[config.mk]
export PLATFORM = sky130hd
export DESIGN_NAME = alu_op_scheduler_flat
export DESIGN_NICKNAME = d
export VERILOG_FILES = /design/src/rtl/alu_op_scheduler_if.sv /design/src/rtl/alu_op_scheduler.sv /design/src/flat_wrapper.sv
export SDC_FILE = /design/constraint.sdc
export NUM_CORES = 1
export LEC_CHECK = 0
export ABC_AREA = 1
export CAP_MARGIN = 20
export CORE_MARGIN = 5
export CORE_UTILIZATION = 40
export CTS_CLUSTER_SIZE = 8
export DETAILED_ROUTE_END_ITERATION = 10
export PLACE_DENSITY_LB_ADDON = 0.08
export SLEW_MARGIN = 20
export SYNTH_ARGS = -nofsm -noshare
export SYNTH_HDL_FRONTEND = slang
export SYNTH_SLANG_ARGS = --single-unit
[constraint.sdc]
create_clock -name clk -period 1.95 [get_ports clk]
set_input_delay 0.39 -clock clk [delete_from_list [all_inputs] [get_ports clk]]
set_output_delay 0.39 -clock clk [all_outputs]
set_load 0.01 [all_outputs]
[src/rtl/alu_op_scheduler_if.sv]
// rtl/alu_op_scheduler_if.sv - request, T1/T2/ALU control and response bundle for alu_op_scheduler
interface alu_op_scheduler_if #(
    parameter int word_width   = 32,
    parameter int opcode_width = 4,
    parameter int flag_width   = 5
);
    logic [1:0]                  req_valid;
    logic [1:0]                  req_ready;
    logic [2*opcode_width-1:0]   req_opcode;
    logic [2*word_width-1:0]     req_a;
    logic [2*word_width-1:0]     req_b;
    logic [1:0]                  req_carry;
    logic [word_width-1:0]       t1_in;
    logic [word_width-1:0]       t2_in;
    logic                        t1_we;
    logic                        t2_we;
    logic                        t1_oe;
    logic                        t2_oe;
    logic                        alu_oe;
    logic [opcode_width-1:0]     alu_opcode;
    logic                        alu_carry;
    logic [word_width-1:0]       alu_out;
    logic [flag_width-1:0]       alu_flags;
    logic                        rsp_valid;
    logic                        rsp_ready;
    logic                        rsp_id;
    logic [word_width-1:0]       rsp_result;
    logic [flag_width-1:0]       rsp_flags;

    modport slave (
        input  req_valid, req_opcode, req_a, req_b, req_carry,
        input  alu_out, alu_flags, rsp_ready,
        output req_ready, t1_in, t2_in, t1_we, t2_we, t1_oe, t2_oe,
        output alu_oe, alu_opcode, alu_carry,
        output rsp_valid, rsp_id, rsp_result, rsp_flags
    );

    modport master (
        output req_valid, req_opcode, req_a, req_b, req_carry,
        output alu_out, alu_flags, rsp_ready,
        input  req_ready, t1_in, t2_in, t1_we, t2_we, t1_oe, t2_oe,
        input  alu_oe, alu_opcode, alu_carry,
        input  rsp_valid, rsp_id, rsp_result, rsp_flags
    );
endinterface

[src/rtl/alu_op_scheduler.sv]
// rtl/alu_op_scheduler.sv - round-robin scheduler sharing T1/T2 and the ALU between two requesters
module alu_op_scheduler #(
    parameter int word_width   = 32,
    parameter int opcode_width = 4,
    parameter int flag_width   = 5
) (
    input logic               clk,
    input logic               rst,
    alu_op_scheduler_if.slave bus
);
    typedef enum logic [1:0] {
        IDLE = 2'd0,
        LOAD = 2'd1,
        EXEC = 2'd2,
        RESP = 2'd3
    } state_t;

    state_t                  state;
    state_t                  state_next;
    logic                    last_grant;
    logic                    grant;
    logic                    accept;
    logic [1:0]              ready;
    logic                    load_en;
    logic                    exec_en;
    logic [opcode_width-1:0] op_opcode;
    logic [word_width-1:0]   op_a;
    logic [word_width-1:0]   op_b;
    logic                    op_carry;
    logic                    op_id;
    logic [word_width-1:0]   result_q;
    logic [flag_width-1:0]   flags_q;

    // req_ready is also held low while rst is asserted so every output reads 0 during reset
    always_comb begin
        state_next = state;
        grant      = 1'b0;
        accept     = 1'b0;
        ready      = 2'b00;
        load_en    = 1'b0;
        exec_en    = 1'b0;
        case (state)
            IDLE: begin
                grant = (bus.req_valid == 2'b11) ? ~last_grant : bus.req_valid[1];
                if (rst && (bus.req_valid != 2'b00)) begin
                    accept     = 1'b1;
                    ready      = grant ? 2'b10 : 2'b01;
                    state_next = LOAD;
                end
            end
            LOAD: begin
                load_en    = 1'b1;
                state_next = EXEC;
            end
            EXEC: begin
                exec_en    = 1'b1;
                state_next = RESP;
            end
            RESP: begin
                if (bus.rsp_ready) begin
                    state_next = IDLE;
                end
            end
            default: state_next = IDLE;
        endcase
    end

    always_ff @(posedge clk or negedge rst) begin
        if (!rst) begin
            state      <= IDLE;
            last_grant <= 1'b1;
            op_opcode  <= '0;
            op_a       <= '0;
            op_b       <= '0;
            op_carry   <= 1'b0;
            op_id      <= 1'b0;
            result_q   <= '0;
            flags_q    <= '0;
        end else begin
            state <= state_next;
            if (accept) begin
                op_id      <= grant;
                last_grant <= grant;
                op_opcode  <= grant ? bus.req_opcode[2*opcode_width-1:opcode_width]
                                    : bus.req_opcode[opcode_width-1:0];
                op_a       <= grant ? bus.req_a[2*word_width-1:word_width] : bus.req_a[word_width-1:0];
                op_b       <= grant ? bus.req_b[2*word_width-1:word_width] : bus.req_b[word_width-1:0];
                op_carry   <= grant ? bus.req_carry[1] : bus.req_carry[0];
            end
            if (state == EXEC) begin
                result_q <= bus.alu_out;
                flags_q  <= bus.alu_flags;
            end
        end
    end

    assign bus.req_ready  = ready;
    assign bus.t1_in      = op_a;
    assign bus.t2_in      = op_b;
    assign bus.t1_we      = load_en;
    assign bus.t2_we      = load_en;
    assign bus.t1_oe      = exec_en;
    assign bus.t2_oe      = exec_en;
    assign bus.alu_oe     = exec_en;
    assign bus.alu_opcode = op_opcode;
    assign bus.alu_carry  = op_carry;
    assign bus.rsp_valid  = (state == RESP);
    assign bus.rsp_id     = op_id;
    assign bus.rsp_result = result_q;
    assign bus.rsp_flags  = flags_q;
endmodule

[src/flat_wrapper.sv]
// flat-port wrapper written by rule: the top's interface ports become plain ports
module alu_op_scheduler_flat 
#(
    parameter int word_width   = 32,
    parameter int opcode_width = 4,
    parameter int flag_width   = 5
)
  (clk, rst, bus_req_valid, bus_req_opcode, bus_req_a, bus_req_b, bus_req_carry, bus_alu_out, bus_alu_flags, bus_rsp_ready, bus_req_ready, bus_t1_in, bus_t2_in, bus_t1_we, bus_t2_we, bus_t1_oe, bus_t2_oe, bus_alu_oe, bus_alu_opcode, bus_alu_carry, bus_rsp_valid, bus_rsp_id, bus_rsp_result, bus_rsp_flags);
  alu_op_scheduler_if #(.word_width(word_width), .opcode_width(opcode_width), .flag_width(flag_width)) bus_i ();
  input logic clk;
  input logic rst;
  input wire logic [$bits(bus_i.req_valid)-1:0] bus_req_valid;
  input wire logic [$bits(bus_i.req_opcode)-1:0] bus_req_opcode;
  input wire logic [$bits(bus_i.req_a)-1:0] bus_req_a;
  input wire logic [$bits(bus_i.req_b)-1:0] bus_req_b;
  input wire logic [$bits(bus_i.req_carry)-1:0] bus_req_carry;
  input wire logic [$bits(bus_i.alu_out)-1:0] bus_alu_out;
  input wire logic [$bits(bus_i.alu_flags)-1:0] bus_alu_flags;
  input wire logic [$bits(bus_i.rsp_ready)-1:0] bus_rsp_ready;
  output wire logic [$bits(bus_i.req_ready)-1:0] bus_req_ready;
  output wire logic [$bits(bus_i.t1_in)-1:0] bus_t1_in;
  output wire logic [$bits(bus_i.t2_in)-1:0] bus_t2_in;
  output wire logic [$bits(bus_i.t1_we)-1:0] bus_t1_we;
  output wire logic [$bits(bus_i.t2_we)-1:0] bus_t2_we;
  output wire logic [$bits(bus_i.t1_oe)-1:0] bus_t1_oe;
  output wire logic [$bits(bus_i.t2_oe)-1:0] bus_t2_oe;
  output wire logic [$bits(bus_i.alu_oe)-1:0] bus_alu_oe;
  output wire logic [$bits(bus_i.alu_opcode)-1:0] bus_alu_opcode;
  output wire logic [$bits(bus_i.alu_carry)-1:0] bus_alu_carry;
  output wire logic [$bits(bus_i.rsp_valid)-1:0] bus_rsp_valid;
  output wire logic [$bits(bus_i.rsp_id)-1:0] bus_rsp_id;
  output wire logic [$bits(bus_i.rsp_result)-1:0] bus_rsp_result;
  output wire logic [$bits(bus_i.rsp_flags)-1:0] bus_rsp_flags;
  assign bus_i.req_valid = bus_req_valid;
  assign bus_i.req_opcode = bus_req_opcode;
  assign bus_i.req_a = bus_req_a;
  assign bus_i.req_b = bus_req_b;
  assign bus_i.req_carry = bus_req_carry;
  assign bus_i.alu_out = bus_alu_out;
  assign bus_i.alu_flags = bus_alu_flags;
  assign bus_i.rsp_ready = bus_rsp_ready;
  assign bus_req_ready = bus_i.req_ready;
  assign bus_t1_in = bus_i.t1_in;
  assign bus_t2_in = bus_i.t2_in;
  assign bus_t1_we = bus_i.t1_we;
  assign bus_t2_we = bus_i.t2_we;
  assign bus_t1_oe = bus_i.t1_oe;
  assign bus_t2_oe = bus_i.t2_oe;
  assign bus_alu_oe = bus_i.alu_oe;
  assign bus_alu_opcode = bus_i.alu_opcode;
  assign bus_alu_carry = bus_i.alu_carry;
  assign bus_rsp_valid = bus_i.rsp_valid;
  assign bus_rsp_id = bus_i.rsp_id;
  assign bus_rsp_result = bus_i.rsp_result;
  assign bus_rsp_flags = bus_i.rsp_flags;
  alu_op_scheduler #(.word_width(word_width), .opcode_width(opcode_width), .flag_width(flag_width)) u_core (.clk(clk), .rst(rst), .bus(bus_i));
endmodule
==> deck_impl_summary.md <==
Run Summary

Logic synthesis
  – Ys async rst share: 100%
  – Post-synthesis compound-gate area fraction: 0.572%
  – Top logic family: simple AND/OR/NAND/NOR gates
  – Synth cell types: 19
  – Cell area leaders: dfrtp_1, nand2_1, nand3b_1
  – Post-synth regs: 110
  – Post-synthesis sequential area ratio: 50.4%
  – Cell with the most instances after synthesis: nand2_1
  – Synth cell count leaders: nand2_1, dfrtp_1, inv_1
  – Yosys chip area: 5470 um^2
  – Basic Gates by Area: 31.6%
  – Syn. warnings: 0
  – Cells in synth_stat.txt: 635
  – Adder share: 0.916%
  – Cell Area, Synth: 5470 um^2
  – Post-synth EDFFs: 0
  – Area fraction in mux cells: 7.62%
  – Synthesized netlist cell count: 635
  – Post-synth top flop: dfrtp_1
  – XOR Share, Synth: 0%

Drt
  – Average wire per standard cell: 16.3 um
  – DRC: 0
  – TritonRoute pass-1 iters: 4
  – Antenna-violating nets left: 0
  – Initial DRC count: 265
  – DR vias/cell: 4.81

Outcome
  – Status: finished clean

Global route
  – Total gr overflow: 0
  – All-Layer GR Usage: 22.0%

Critical path
  – Top Family by Delay on Critical Path: buffers and inverters
  – Reg2reg start: u_core.state[0]
  – Depth of the most critical reg-to-reg path: 7
  – Worst path depth: 7
  – Setup crit start: bus_req_valid[0]
  – CP max stage delay: 580 ps
  – CP Capture Type: register
  – FF-to-FF setup slack: 130 ps
  – Worst path bufs/invs: 3
  – Crit path kind: in -> reg
  – Max FO, Critical Path: 69
  – Slowest cell on crit path: buf_4

Place
  – Area after DPL: 8590 um^2
  – IO Port Bufs: 294
  – Pre-CTS setup slack: -347 ps
  – DPL Wire Length: 13,100 um

Layout
  – Signal buffers: 315
  – Layout area overhead: 63.1%
  – Sequential cell area share: 30.9%
  – Reg area: 2750 um^2
  – Flip-flops: 110
  – Cell area after layout: 8920 um^2
  – CLK BUF: 9
  – Comb gates: 407
  – Layout cells sized above 1: 9.86%
  – Clk cell area share: 3.34%
  – Logic area: 2270 um^2
  – Combinational share of cell area: 25.4%
  – Top class by area: buffers
  – N_diodes: 0
  – Non-clock inverter count: 75

Power
  – Combinational fraction of design power: 50.7%
  – Pwr Total: 11.8 mW
  – Switch share: 34.9%
  – Flop pwr share: 33.6%
  – Static leakage: 4.35 nW
  – VDD IR max: 0.488 mV

Clock tree
  – Clock transition at the registers of the reported paths: 80 ps
  – Root Buffer: clkbuf_16
  – Max clock buf depth: 2
  – H-tree depth: 3
  – CTS tree: built
  – Num CTS Buffers: 9
  – Clk ins delay skew pair: 340 ps
  – Clock sinks: 110

Final timing
  – Final Critical Period: 1860 ps
  – RSZ-0062 raised after global routing: false
  – Clock Skews: 10.5 ps
  – Tightest Pin Transition: 748 ps
  – Final worst slack: 85.3 ps
  – Max-slew violations: 0
  – Hold_ws: 55.6 ps
  – Slew HR: 50.1%
  – Fmax: 536 MHz

Die
  – Die area: 16,100 um^2
  – Initial Util: 41.0%

Hold path
  – Worst hold path type: in -> async
## layout by cell type (no fill, tap or decap)
cell / synthesis / routed
buf_2: 24 / 3
buf_6: 0 / 2
ha_1: 4 / 2
clkinv_4: 0 / 1
mux2_2: 37 / 37
nand2_1: 220 / 219
o211ai_4: 1 / 1
or2_2: 1 / 1
clkbuf_16: 0 / 9
nand3_2: 1 / 1
dlygate4sd2_1: 0 / 6
a21oi_2: 0 / 1
inv_2: 1 / 3
nand3_1: 71 / 71
ha_4: 0 / 2
buf_12: 0 / 1
o21ai_4: 0 / 1
clkdlybuf4s50_1: 0 / 284
nand3b_1: 69 / 69
dfstp_2: 1 / 1
bufinv_16: 0 / 1
nor2_4: 1 / 1
dfrtp_1: 109 / 109
nand2_2: 0 / 1
clkinvlp_4: 0 / 2
inv_1: 74 / 72
inv_6: 0 / 1
buf_4: 4 / 19
clkinv_2: 0 / 2
## metal layers
| metal | share of wire, % | wire (um) | vias up | track usage (%) |
|---|---|---|---|---|
| met5 | 0 | 0 | - | 0 |
| li1 | - | - | 2558 | - |
| met3 | 8.7 | 1560 | 27 | 6.47 |
| met1 | 39 | 7020 | 2483 | 25.8 |
| met2 | 50 | 9010 | 223 | 38.9 |
| met4 | 2.0 | 363 | 0 | 6.88 |
## power groups by stage
| stage | combinational (mW) | sequential, mW | clock [mW] |
|---|---|---|---|
| 3_3_place_gp | 5.93 | 3.94 | 0 |
| 5_1_grt | 6.49 | 4.11 | 2.00 |
| 6_report | 5.97 | 3.96 | 1.86 |
| 2_1_floorplan | 2.20 | 4.45 | 0 |
| 3_5_place_dp | 6.03 | 4.00 | 0 |
| 4_1_cts | 6.06 | 3.97 | 1.90 |
## timing repair
item / in CTS / in global routing
gates resized: 22 / 3
setup endpoints to repair: 8 / 5
buffers inserted: 0 / 0
**Met1 routing**

Scale: 3 px per um. Supply wires on this layer in gray.
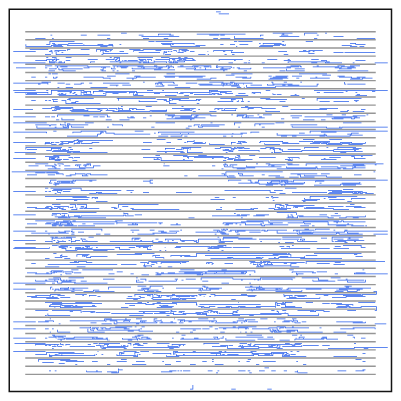
share of all routed wire: 39%
longest straight run: 31.3 um
nets with wire on the layer: 946
main direction: horizontal
total number of vias: 5,291
drt total wl: 18,000 um
met1 Track Usage GR: 25.8%

**Met2 routing**

Scale: 2 px per um.
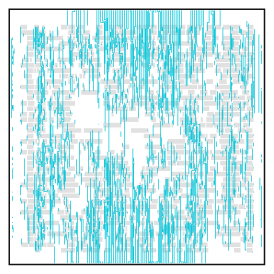
longest straight run: 57.1 um
wire length on this layer: 9,010 um
nets with wire on the layer: 909
share of all routed wire: 50%
main direction: vertical
met2 Use GR: 38.9%

Power figures rest on the tool's default switching activity, not on a simulated workload.
